[config.mk]
export PLATFORM = sky130hd
export DESIGN_NAME = ucsbece154a_memarb
export DESIGN_NICKNAME = d
export VERILOG_FILES = /design/src/rtl/ucsbece154a_memarb_pkg.sv /design/src/rtl/ucsbece154a_memarb_pick.sv /design/src/rtl/ucsbece154a_memarb.sv
export SDC_FILE = /design/constraint.sdc
export NUM_CORES = 1
export LEC_CHECK = 0
export ABC_AREA = 1
export CORE_MARGIN = 2
export CORE_UTILIZATION = 32
export DETAILED_ROUTE_END_ITERATION = 10
export GPL_TIMING_DRIVEN = 0
export PLACE_DENSITY_LB_ADDON = 0.08
export SYNTH_ARGS = -nofsm -noshare
export SYNTH_HDL_FRONTEND = slang
export SYNTH_HIERARCHICAL = 1
export SYNTH_SLANG_ARGS = --single-unit
[constraint.sdc]
create_clock -name clk -period 2.1 [get_ports clk]
set_input_delay 0.315 -clock clk [delete_from_list [all_inputs] [get_ports clk]]
set_output_delay 0.315 -clock clk [all_outputs]
set_load 0.05 [all_outputs]
[src/rtl/ucsbece154a_memarb_pkg.sv]
// Shared encodings for the unified-memory arbiter: sequencer states and port owner.
package ucsbece154a_memarb_pkg;

  typedef enum logic [1:0] {
    arb_IDLE  = 2'd0,
    arb_READ  = 2'd1,
    arb_WRITE = 2'd2
  } arb_state_t;

  typedef enum logic {
    arb_own_core = 1'b0,
    arb_own_dma  = 1'b1
  } arb_owner_t;

endpackage

[src/rtl/ucsbece154a_memarb_pick.sv]
// Grant selection between core and DMA inside the accept window.
module ucsbece154a_memarb_pick (
  input  logic i_core_req,
  input  logic i_dma_req,
  input  logic i_window,
  input  logic i_starve_max,
  output logic o_core_gnt,
  output logic o_dma_gnt
);

  // Core wins ties unless the DMA has already lost STARVE_MAX contested accepts.
  assign o_dma_gnt  = i_window & i_dma_req & (~i_core_req | i_starve_max);
  assign o_core_gnt = i_window & i_core_req & ~(i_dma_req & i_starve_max);

endmodule

[src/rtl/ucsbece154a_memarb.sv]
// Arbiter and sequencer sharing the single unified memory port between the core and DMA.
module ucsbece154a_memarb
  import ucsbece154a_memarb_pkg::*;
#(
  parameter int AW         = 32,
  parameter int DW         = 32,
  parameter int MEM_LAT    = 2,
  parameter int STARVE_MAX = 4
) (
  input  logic          clk,
  input  logic          reset,
  input  logic          core_req_i,
  input  logic          core_we_i,
  input  logic [AW-1:0] core_addr_i,
  input  logic [DW-1:0] core_wdata_i,
  output logic          core_gnt_o,
  output logic          core_rvalid_o,
  output logic [DW-1:0] core_rdata_o,
  input  logic          dma_req_i,
  input  logic          dma_we_i,
  input  logic [AW-1:0] dma_addr_i,
  input  logic [DW-1:0] dma_wdata_i,
  output logic          dma_gnt_o,
  output logic          dma_rvalid_o,
  output logic [DW-1:0] dma_rdata_o,
  output logic          mem_en_o,
  output logic          mem_we_o,
  output logic [AW-1:0] mem_addr_o,
  output logic [DW-1:0] mem_wdata_o,
  input  logic [DW-1:0] mem_rdata_i,
  output logic          busy_o
);

  localparam int LW = $clog2(MEM_LAT + 1);
  localparam int SW = $clog2(STARVE_MAX + 1);
  localparam logic [LW-1:0] LAT_LAST = LW'(MEM_LAT - 1);
  localparam logic [SW-1:0] STARVE_TOP = SW'(STARVE_MAX);

  arb_state_t    r_state, w_state_nxt;
  arb_owner_t    r_owner, w_owner_nxt;
  logic [LW-1:0] r_lat_cnt, w_lat_nxt;
  logic [SW-1:0] r_starve_cnt, w_starve_nxt;
  logic          r_mem_en, w_en_nxt;
  logic          r_mem_we, w_we_nxt;
  logic [AW-1:0] r_mem_addr, w_addr_nxt;
  logic [DW-1:0] r_mem_wdata, w_wdata_nxt;

  logic w_read_last;
  logic w_window;
  logic w_core_gnt;
  logic w_dma_gnt;

  assign w_read_last = (r_state == arb_READ) && (r_lat_cnt == LAT_LAST);
  // Holding the window closed during reset forces both grants low.
  assign w_window = reset & ((r_state == arb_IDLE) || (r_state == arb_WRITE) || w_read_last);

  ucsbece154a_memarb_pick u_pick (
    .i_core_req   (core_req_i),
    .i_dma_req    (dma_req_i),
    .i_window     (w_window),
    .i_starve_max (r_starve_cnt == STARVE_TOP),
    .o_core_gnt   (w_core_gnt),
    .o_dma_gnt    (w_dma_gnt)
  );

  always_comb begin
    w_state_nxt  = r_state;
    w_owner_nxt  = r_owner;
    w_lat_nxt    = r_lat_cnt;
    w_starve_nxt = r_starve_cnt;
    w_en_nxt     = r_mem_en;
    w_we_nxt     = 1'b0;
    w_addr_nxt   = r_mem_addr;
    w_wdata_nxt  = r_mem_wdata;

    if (r_state == arb_READ && !w_read_last) begin
      w_lat_nxt = r_lat_cnt + LW'(1);
    end

    if (w_window) begin
      if (w_dma_gnt) begin
        w_state_nxt  = dma_we_i ? arb_WRITE : arb_READ;
        w_owner_nxt  = arb_own_dma;
        w_lat_nxt    = '0;
        w_en_nxt     = 1'b1;
        w_we_nxt     = dma_we_i;
        w_addr_nxt   = dma_addr_i;
        w_wdata_nxt  = dma_wdata_i;
        w_starve_nxt = '0;
      end else if (w_core_gnt) begin
        w_state_nxt = core_we_i ? arb_WRITE : arb_READ;
        w_owner_nxt = arb_own_core;
        w_lat_nxt   = '0;
        w_en_nxt    = 1'b1;
        w_we_nxt    = core_we_i;
        w_addr_nxt  = core_addr_i;
        w_wdata_nxt = core_wdata_i;
        if (dma_req_i && r_starve_cnt != STARVE_TOP) begin
          w_starve_nxt = r_starve_cnt + SW'(1);
        end
      end else begin
        w_state_nxt = arb_IDLE;
        w_lat_nxt   = '0;
        w_en_nxt    = 1'b0;
      end
    end
  end

  always_ff @(posedge clk or negedge reset) begin
    if (!reset) begin
      r_state      <= arb_IDLE;
      r_owner      <= arb_own_core;
      r_lat_cnt    <= '0;
      r_starve_cnt <= '0;
      r_mem_en     <= 1'b0;
      r_mem_we     <= 1'b0;
      r_mem_addr   <= '0;
      r_mem_wdata  <= '0;
    end else begin
      r_state      <= w_state_nxt;
      r_owner      <= w_owner_nxt;
      r_lat_cnt    <= w_lat_nxt;
      r_starve_cnt <= w_starve_nxt;
      r_mem_en     <= w_en_nxt;
      r_mem_we     <= w_we_nxt;
      r_mem_addr   <= w_addr_nxt;
      r_mem_wdata  <= w_wdata_nxt;
    end
  end

  assign core_gnt_o    = w_core_gnt;
  assign dma_gnt_o     = w_dma_gnt;
  assign core_rvalid_o = w_read_last && (r_owner == arb_own_core);
  assign dma_rvalid_o  = w_read_last && (r_owner == arb_own_dma);
  assign core_rdata_o  = core_rvalid_o ? mem_rdata_i : '0;
  assign dma_rdata_o   = dma_rvalid_o ? mem_rdata_i : '0;
  assign mem_en_o      = r_mem_en;
  assign mem_we_o      = r_mem_we;
  assign mem_addr_o    = r_mem_addr;
  assign mem_wdata_o   = r_mem_wdata;
  assign busy_o        = (r_state != arb_IDLE);

endmodule

run_1/floorplan.png
Scale bar: 20 um. Pins as bars on the die edge.
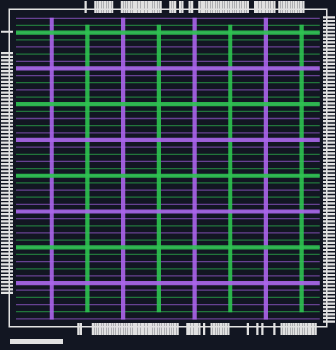
Key: green = VDD; purple = VSS
The core has 42 rows. 43 met1 rails follow the rows. 8 straps on met5.

run_1/class_map.png
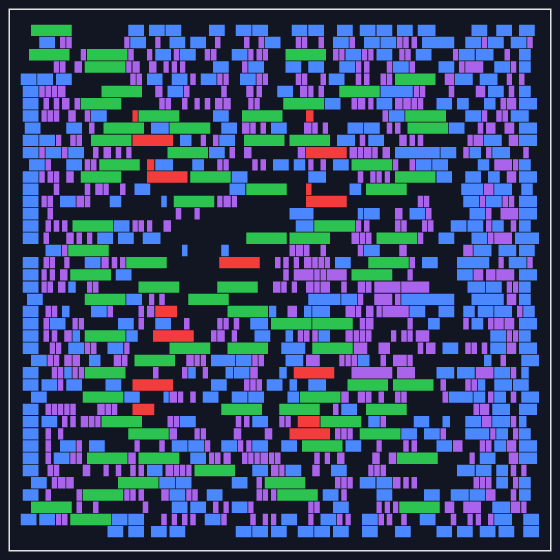
Key: green = registers [cells 74]; blue = remaining buffers and delay cells [cells 352]; red = clock drivers and dummy loads [cells 16]; purple = remaining logic cells [cells 551]
Floorplan Core Area: 13,200 um2
fin area: 8250 um2
post-layout utilization of the core: 62.6%
sequential portion of the cell area: 22.4%
# rows: 42

==> run notes, run 1 <==
The run finished with clean final reports. In this run the worst setup path terminates at core_rdata_o[22]. The number of antenna violations at the first check in global routing was 0. The total negative slack for setup checks is 0 ns. In this run the register-to-register setup slack is 0.05 ns. Number of enable flip-flop cells: 0. In the layout the commonest cells are 344 x sky130_fd_sc_hd__nand2_1, 231 x sky130_fd_sc_hd__clkdlybuf4s50_1, 74 x sky130_fd_sc_hd__dfrtp_1, 69 x sky130_fd_sc_hd__nand3_1. Yosys reported that registers with async set or reset make up 100%. Per the slew report, the remaining headroom to the max-slew limit stands at 33.6%.

The depth of the worst register-to-register path was 12; the largest net degree at the start of global routing was 32. The worst setup path category was reg2out. The routed layout has 5,081 vias.

Yosys stat counts 668 cells in the synthesized netlist. On the worst setup and hold paths after CTS, the clock-pin slew comes to 0.06 ns. The Yosys step of the flow raised 6 warnings.

The run gives 4 for the detailed-routing iteration count for the pre-antenna-repair pass. Yosys attributes the largest share of cell area to sky130_fd_sc_hd__dfrtp_1 43%, sky130_fd_sc_hd__nand2_1 30%, sky130_fd_sc_hd__nand3_1 8.1%. The tools report the number of diodes as 0. Dividing the detail-routed via count by the number of cells gives 4.35. The final non-filler cell total was 1,169. The tools report the portion of the post-synthesis area used by sequential elements as 42.9%.

STA classifies the critical path startpoint as a flip-flop. With the placer congestion estimate at 0.789, the number of global-route vias before repair is 4,828. TritonCTS built the clock tree. In the final run the clock tree shows a worst skew of 0.00511 ns. Counting pins that exceed their max-slew limit in the final report gives 0. Setup slack on the worst path after placement came out at -1.07 ns. STA puts the critical path data required time at 1.78 ns.

Endpoints with negative setup slack in the final report add up to 0. The master of the slowest instance on the critical path is sky130_fd_sc_hd__dfrtp_1. The leading area contributor after synthesis is sky130_fd_sc_hd__dfrtp_1.

The logs give 3 for the number of buffers inserted by hold repair at cts and 158 for the detailed router's first-iteration violation count. Summing all multiplexer cells gives an area fraction of 0%. The clock net in this run drives a total of 74 sinks. Per the synthesis report, the AND-OR/OR-AND share of the synthesized area is 1.04%. The area fraction of the largest cell type after synthesis is 42.9%. Of all the cell area in the finished design, the clock network holds 3.44%. Across the whole layout, multi-input logic makes up 26.9% of the cell area.
run_1/clock_wires.png
Scale bar: 20 um.
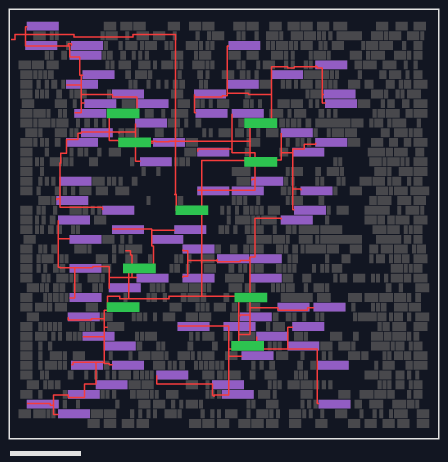
Key: purple = flip-flops [count 74]; green = clock-net drivers [count 9]; red = clock wires [length 1,010 um]
There are 10 routed clock nets.

run_1/layers.png
Scale bar: 20 um.
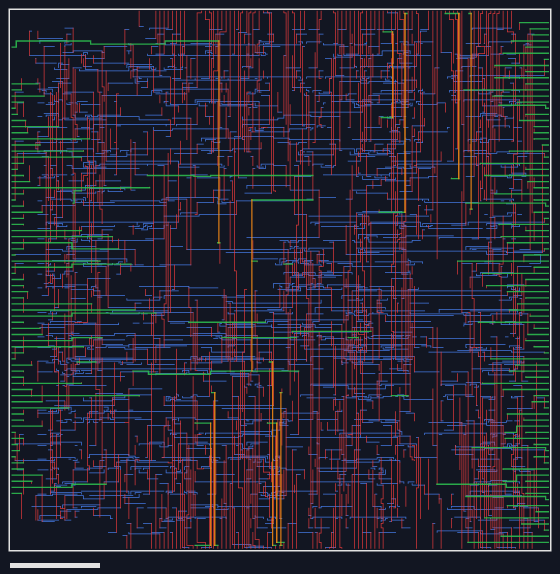
Key: orange = M4 [wire length 389 um]; green = M3 [wire length 1,440 um]; red = M2 [wire length 8,290 um]; blue = M1 [wire length 6,150 um]

run 1: power by group:
part           internal, mW  switching [mW]
combinational          1.87            3.55
sequential             2.06           0.357
clock                 0.894           0.557
total                  4.82            4.47
run 1: layer usage:
| metal | track usage (%) | routed length (um) | vias up |
|---|---|---|---|
| met1 | 23.9 | 6150 | 2210 |
| met2 | 39.7 | 8290 | 198 |
| met4 | 7.43 | 388 | 0 |
| met3 | 7.27 | 1440 | 23 |
| li1 | - | - | 2650 |
| met5 | 0 | 0 | - |
run 1: flip-flops by register name, summed over array words and instances, names as in the netlist:
register,count
r_state,2
r_starve_cnt,3
mem_en_o,1
mem_addr_o,32
r_lat_cnt,2
mem_wdata_o,32
mem_we_o,1
r_owner,1
## Run 2: what changed since run 1
- CAP_MARGIN: not set -> 20
==> run notes, run 2 <==
The worst setup skew after layout came out at 0.00491 ns. The tools report the number of diodes as 0. With the number of global-route vias before repair at 4,828, the combinational cell power is 5.43 mW.

The relative slew slack is 62.1%. The top cell type by area accounts for 42.9% of the synthesized area. The post-synth count of flops with an enable pin is 0. The initialized floorplan defines 42 standard-cell rows. The routed design uses 1430 um of met3 wire.

The tools report the internal cell power as 4.83 mW. The library cells used most frequently in the layout, excluding fill and tap cells, are 344 x sky130_fd_sc_hd__nand2_1, 231 x sky130_fd_sc_hd__clkdlybuf4s50_1, 74 x sky130_fd_sc_hd__dfrtp_1, 69 x sky130_fd_sc_hd__nand3_1. The routing usage on met3 came out at 7.27%.

For the setup slack at placement, the log shows -1.07 ns. The synthesis run shows multiplexers occupying 0% of the cell area. Once layout is complete, the cells apart from fillers number 1,170. The clock-pin slew on the worst setup and hold paths works out to 0.06 ns.

The portion of the post-synthesis area used by sequential elements came out at 42.9%. The flow ran to the end, and the final reports show no timing, DRC or antenna violations. In the power breakdown, the biggest contributor is combinational logic. The detailed-routing iteration count for the pre-antenna-repair pass came out at 4. The critical path data required time is 1.78 ns, and the fraction of registers with async set or reset after synthesis is 100%. The run gives 15.6% as the part of the total power dissipated in the clock network.

The leading area contributor after synthesis was sky130_fd_sc_hd__dfrtp_1. Signal routing reaches up to met4. With the detailed router's first-iteration violation count at 164, the placer congestion estimate is 0.789. For the worst flop-to-flop path, the logic depth is 12. STA classifies the critical path startpoint as a flip-flop.

The flow reports power dissipated in sequential cells as 2.42 mW. The detailed-route vias per instance was 4.35. The clock network power consumption is 1.45 mW. Warnings reported by Yosys during synthesis add up to 6. The flop-to-flop setup slack came out at 0.05 ns. On met2, the global router reports a usage of 39.7%. The run gives 1.04% for the area fraction in compound gates after synthesis. Entering global routing, the biggest net connects 32 pins. The post-route report lists met1 wire length as 6190 um. The number of clock sinks seen by CTS is 74, and the proportion of power drawn by flip-flops and latches is 26.0%.
-- run 2: worst max path at each step --
stage,to,depth (start not counted)
CTS,core_rdata_o[22],7
finish,core_rdata_o[22],7
global placement,core_gnt_o,7
detailed placement,core_gnt_o,8
floorplan,mem_addr_o[10],14
global route,mem_addr_o[17],12
-- run 2: what timing repair did --
action	4_1_cts	5_1_grt
pin swaps	2	1
resized	432	59
hold buffers	3	0
endpoints found under the hold margin	31	0
gates cloned	1	0
endpoints found under the setup margin	140	109
setup buffers	2	3
-- run 2: cell type report --
class | instances | share of cell area [%]
repair buffers | 311 | 38.1
multi-input cells | 503 | 26.8
flip-flops and latches | 74 | 22.4
plain buffers | 42 | 4.46
clock buffers | 14 | 3.31
well taps | 176 | 2.66
inverters | 48 | 2.18
clock inverters | 2 | 0.121
run_2/floorplan.png
Scale bar: 20 um. Pins as bars on the die edge.
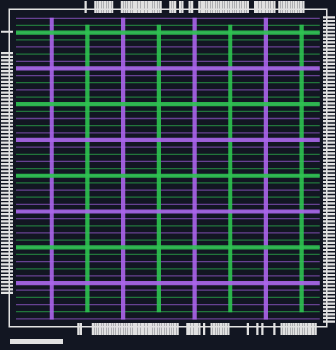
Key: green = VDD; purple = VSS
8 straps on met5. 8 straps on met4. 301 signal pins sit on the boundary.
die extent in x: 120 um
Chip Height: 120 um

run_2/class_map.png
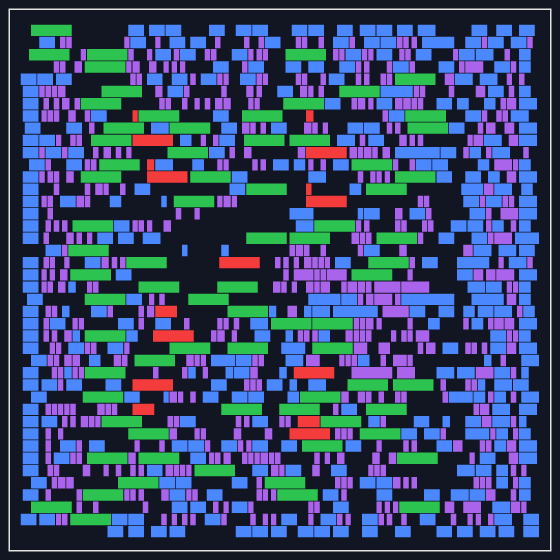
Key: green = registers [cells 74]; purple = remaining logic cells [cells 551]; blue = remaining buffers and delay cells [cells 353]; red = clock drivers and dummy loads [cells 16]
post-layout utilization of the core: 62.8%
fin area: 8280 um2
sequential portion of the cell area: 22.4%

run_2/layers.png
Scale bar: 20 um.
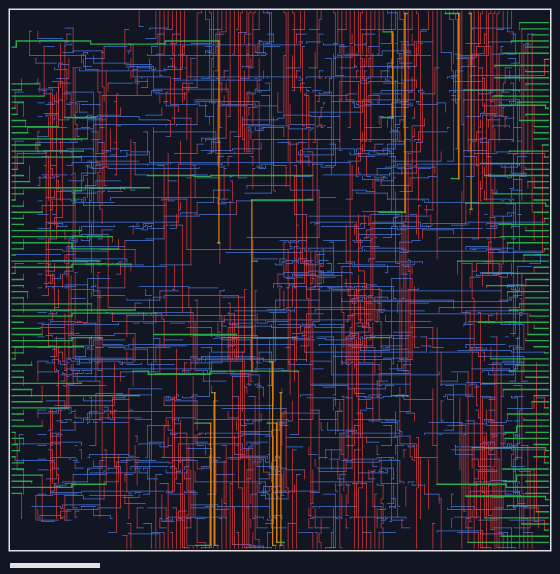
Key: green = M3 [wire length 1,430 um]; blue = M1 [wire length 6,190 um]; red = M2 [wire length 8,300 um]; orange = M4 [wire length 389 um]

Power is estimated from default activity; no workload was simulated.
